<file path="config.mk">
export PLATFORM = sky130hd
export DESIGN_NAME = motion_detector
export DESIGN_NICKNAME = d
export VERILOG_FILES = /design/src/rtl/motion_detector.sv
export SDC_FILE = /design/constraint.sdc
export NUM_CORES = 1
export LEC_CHECK = 0
export CORE_MARGIN = 2
export CORE_UTILIZATION = 45
export CTS_BUF_LIST = sky130_fd_sc_hd__clkbuf_4
export CTS_CLUSTER_SIZE = 25
export DETAILED_ROUTE_END_ITERATION = 10
export MAX_ROUTING_LAYER = met4
export PLACE_DENSITY_LB_ADDON = 0.12
export SKIP_CTS_REPAIR_TIMING = 1
export SYNTH_ARGS = -nofsm -noshare
export SYNTH_HDL_FRONTEND = slang
export SYNTH_SLANG_ARGS = --single-unit
</file>
<file path="constraint.sdc">
create_clock -name clk -period 3.22 [get_ports clk]
set_input_delay 0.322 -clock clk [delete_from_list [all_inputs] [get_ports clk]]
set_output_delay 0.322 -clock clk [all_outputs]
set_load 0.01 [all_outputs]
</file>
<file path="src/rtl/motion_detector.sv">
// Two-axis motion detector: |dx|+|dy| against a baseline, drives a moving flag with settle hysteresis.
// Latency: value/moving/value_valid update two edges after acceptance; the first sample after IDLE only sets the baseline.
// Backpressure: sample_ready drops for the cycle after each acceptance, so at most one sample per two cycles.
module motion_detector #(
    parameter logic [15:0] THRESH         = 16'd64,
    parameter int unsigned SETTLE_SAMPLES = 4,
    parameter int unsigned TIMEOUT        = 10_000_000
) (
    input  logic        clk,
    input  logic        rst,
    input  logic        sample_valid,
    input  logic [15:0] sample_x,
    input  logic [15:0] sample_y,
    output logic        sample_ready,
    output logic [15:0] value,
    output logic        moving,
    output logic        value_valid
);

    typedef enum logic [1:0] {IDLE, STILL, MOVING, SETTLING} state_t;

    localparam logic [23:0] TIMEOUT_CNT = 24'(TIMEOUT);
    localparam logic [7:0]  SETTLE_CNT  = 8'(SETTLE_SAMPLES);

    // The signed difference always fits 17 bits, so its magnitude tops out at 16'hFFFF.
    function automatic logic [15:0] abs_diff(input logic [15:0] a, input logic [15:0] b);
        logic [16:0] d;
        logic [16:0] m;
        d = {a[15], a} - {b[15], b};
        m = d[16] ? (~d + 17'd1) : d;
        return m[16] ? 16'hFFFF : m[15:0];
    endfunction

    state_t      state;
    logic [15:0] prev_x, prev_y;
    logic [15:0] s_x, s_y;
    logic        p1_vld;
    logic [15:0] dx, dy;
    logic        p2_vld;
    logic [7:0]  quiet_cnt;
    logic [23:0] idle_cnt;
    logic        acc_d;

    logic        accept;
    logic        timeout;
    logic [16:0] mag_sum;
    logic [15:0] mag;
    logic        quiet;
    logic [7:0]  quiet_next;

    assign sample_ready = !acc_d;
    assign accept       = sample_valid && sample_ready;
    // An acceptance on the timeout edge keeps the detector alive.
    assign timeout      = (idle_cnt == TIMEOUT_CNT) && (state != IDLE) && !accept;
    assign mag_sum      = {1'b0, dx} + {1'b0, dy};
    assign mag          = mag_sum[16] ? 16'hFFFF : mag_sum[15:0];
    assign quiet        = (mag <= THRESH);
    assign quiet_next   = quiet_cnt + 8'd1;

    always_ff @(posedge clk or negedge rst) begin
        if (!rst) begin
            state       <= IDLE;
            prev_x      <= '0;
            prev_y      <= '0;
            s_x         <= '0;
            s_y         <= '0;
            p1_vld      <= 1'b0;
            dx          <= '0;
            dy          <= '0;
            p2_vld      <= 1'b0;
            quiet_cnt   <= '0;
            idle_cnt    <= '0;
            acc_d       <= 1'b0;
            value       <= '0;
            moving      <= 1'b0;
            value_valid <= 1'b0;
        end else begin
            acc_d       <= accept;
            value_valid <= 1'b0;
            p1_vld      <= accept && (state != IDLE);
            p2_vld      <= p1_vld;

            if (accept)
                idle_cnt <= '0;
            else if (idle_cnt != TIMEOUT_CNT)
                idle_cnt <= idle_cnt + 24'd1;

            if (accept) begin
                s_x <= sample_x;
                s_y <= sample_y;
            end

            if (p1_vld && !timeout) begin
                dx     <= abs_diff(s_x, prev_x);
                dy     <= abs_diff(s_y, prev_y);
                prev_x <= s_x;
                prev_y <= s_y;
            end

            if (accept && state == IDLE) begin
                prev_x <= sample_x;
                prev_y <= sample_y;
                state  <= STILL;
            end

            if (timeout) begin
                state     <= IDLE;
                moving    <= 1'b0;
                quiet_cnt <= '0;
                p1_vld    <= 1'b0;
                p2_vld    <= 1'b0;
            end else if (p2_vld) begin
                value       <= mag;
                value_valid <= 1'b1;
                case (state)
                    STILL: begin
                        if (!quiet) begin
                            state  <= MOVING;
                            moving <= 1'b1;
                        end
                    end
                    MOVING: begin
                        if (quiet) begin
                            if (SETTLE_CNT == 8'd1) begin
                                state     <= STILL;
                                moving    <= 1'b0;
                                quiet_cnt <= '0;
                            end else begin
                                state     <= SETTLING;
                                quiet_cnt <= 8'd1;
                            end
                        end
                    end
                    SETTLING: begin
                        if (!quiet) begin
                            state     <= MOVING;
                            quiet_cnt <= '0;
                        end else if (quiet_next == SETTLE_CNT) begin
                            state     <= STILL;
                            moving    <= 1'b0;
                            quiet_cnt <= '0;
                        end else begin
                            quiet_cnt <= quiet_next;
                        end
                    end
                    default: ;
                endcase
            end
        end
    end

endmodule

</file>
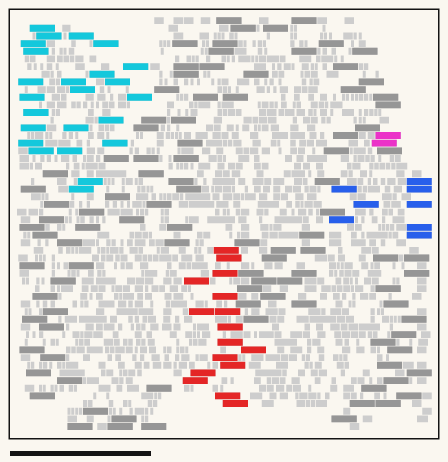
(sequential cells grouped by signal name)
Scale bar: 50 um. Other sequential cells in the stronger grey, the rest of the logic in the fainter grey.
- magenta: `state` (sequential cells 2)
- red: `dx` (sequential cells 16; where bottom middle)
- blue: `quiet_cnt` (sequential cells 8; where right middle)
- cyan: `idle_cnt` (sequential cells 24; where top left)
Seq. pwr: 2790 uW
register area: 3779 um^2
Seq/total area: 31.65%
final core occ: 55.04%

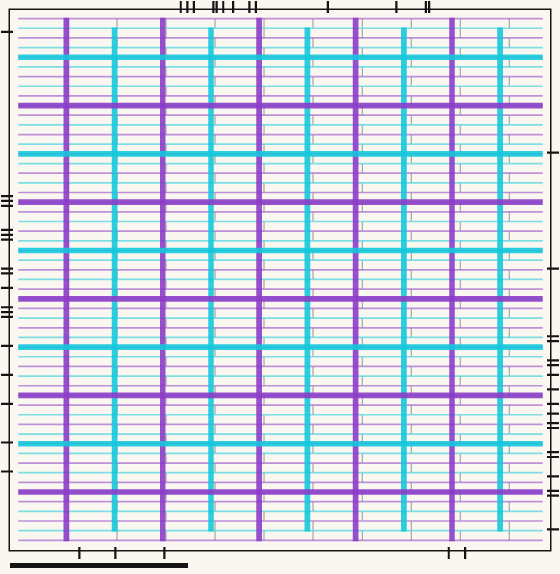
(supply network)
Scale bar: 50 um. Pins as bars on the die edge. Tap cells in grey.
- purple: VSS
- cyan: VDD
- met4 straps: 10
- signal pins: 54
Core Area: 21690 um^2
Die W: 152.0 um
Max rail drop VDD: 0.4271 mV
vertical die size: 152.0 um

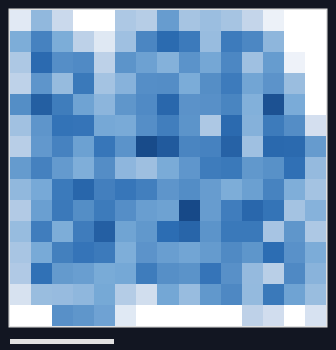
(local utilization)
Scale bar: 50 um. The die is cut into 15 by 15 equal tiles; white is low, dark blue is high, 0 to 100% covered.
- tiles over 75% full: 8.0%
- nearly empty tiles: 7.6%
- emptiest ninth of the die: top right
- fullest tile: 90%
- mean over tiles: 50%
FP Core Util: 45.46%

==> ci_impl_report.md <==
## Implementation flow summary

| Metric | Value |
|---|---|
| Outcome | finished, violations left |
| Failing checks | setup timing |
| Setup violators final | 24 |
| Combinational power share | 69.4% |
| HPWL after DPL | roughly 17 mm |
| Fmax | roughly 0.3 GHz |
| Tot GR Track Use | 20.68% |
| Top Usage Layer GRT | met2 |
| Clock period minus worst slack | about 3400 ps |
| Chip area in the Yosys report | roughly 9900 um^2 |
| Post-Syn Instances | 1167 |
| Clock transition at path regs | approximately 150 ps |
| Post-synth EDFFs | 0 |
| Slew headroom | 41.29% |
| Adder share | roughly 7.3% |
| Leakage | approximately 0.0052 uW |
| Top Ports | ~54 |
| Synth top cell by count | nand2_1 |
| Post-synthesis async set-or-reset flop share | 100.0% |
| Met2 routed WL | between 10 and 15 mm |
| RR Endpoint | dy[15]$_DFFE_PN0P_ |
| CTS sink count | roughly 150 |
| Met2 usage | approximately 33% |
| Reg2reg start | s_y[0]$_DFFE_PN0P_ |
| Vias | between 8000 and 9000 |
| WL per Instance | between 10 and 15 um |
| GR Util met1 | between 20% and 30% |
| Worst slew pin tran | approximately 900 ps |
| Drt pass-1 iters | 7 |
| Routing usage on met3 | just under 3% |
| Largest Register | idle_cnt |
| Cell row count | 54 |
| Setup ws final | -211.6 ps |
| Clock Tree Buf Depth | 2 |
| Number of global-route vias before repair | 8140 |
| Top logic cell by instance count in the layout | nand2_1 |
| Cycle use final | 106.6% |
==> stage by stage <==
stage                     cells  instance area, um^2  setup WS [ps]
final                      1592                11940         -211.6
after detailed placement   1550                11340         -189.8
after global placement     1550                11340         -105.7
after global routing       1592                11940         -332.1
after CTS                  1582                11610         -243.8
after floorplan            1167                 9897         -89.07
==> layout make-up <==
class	count	area, um^2
flip-flops and latches	151	3779
inverters	58	217.7
well taps	280	350.3
clock buffers	17	127.6
clock inverters	15	140.1
fillers	2038	9751
multi-input cells	904	5909
repair buffers	166	1411
diodes	1	2.502
==> critical path, stage by stage, from the launching register on <==
cell and delay [ps]:
dfrtp_1 410, inv_2 80, ha_4 130, inv_2 40, fa_2 410, buf_4 170, xnor2_4 170, nand3_2 100
or3_4 340, or3_4 330, or4_4 430, or4b_4 500, a21oi_2 130, o31ai_1 80
Power is estimated from default activity; no workload was simulated.
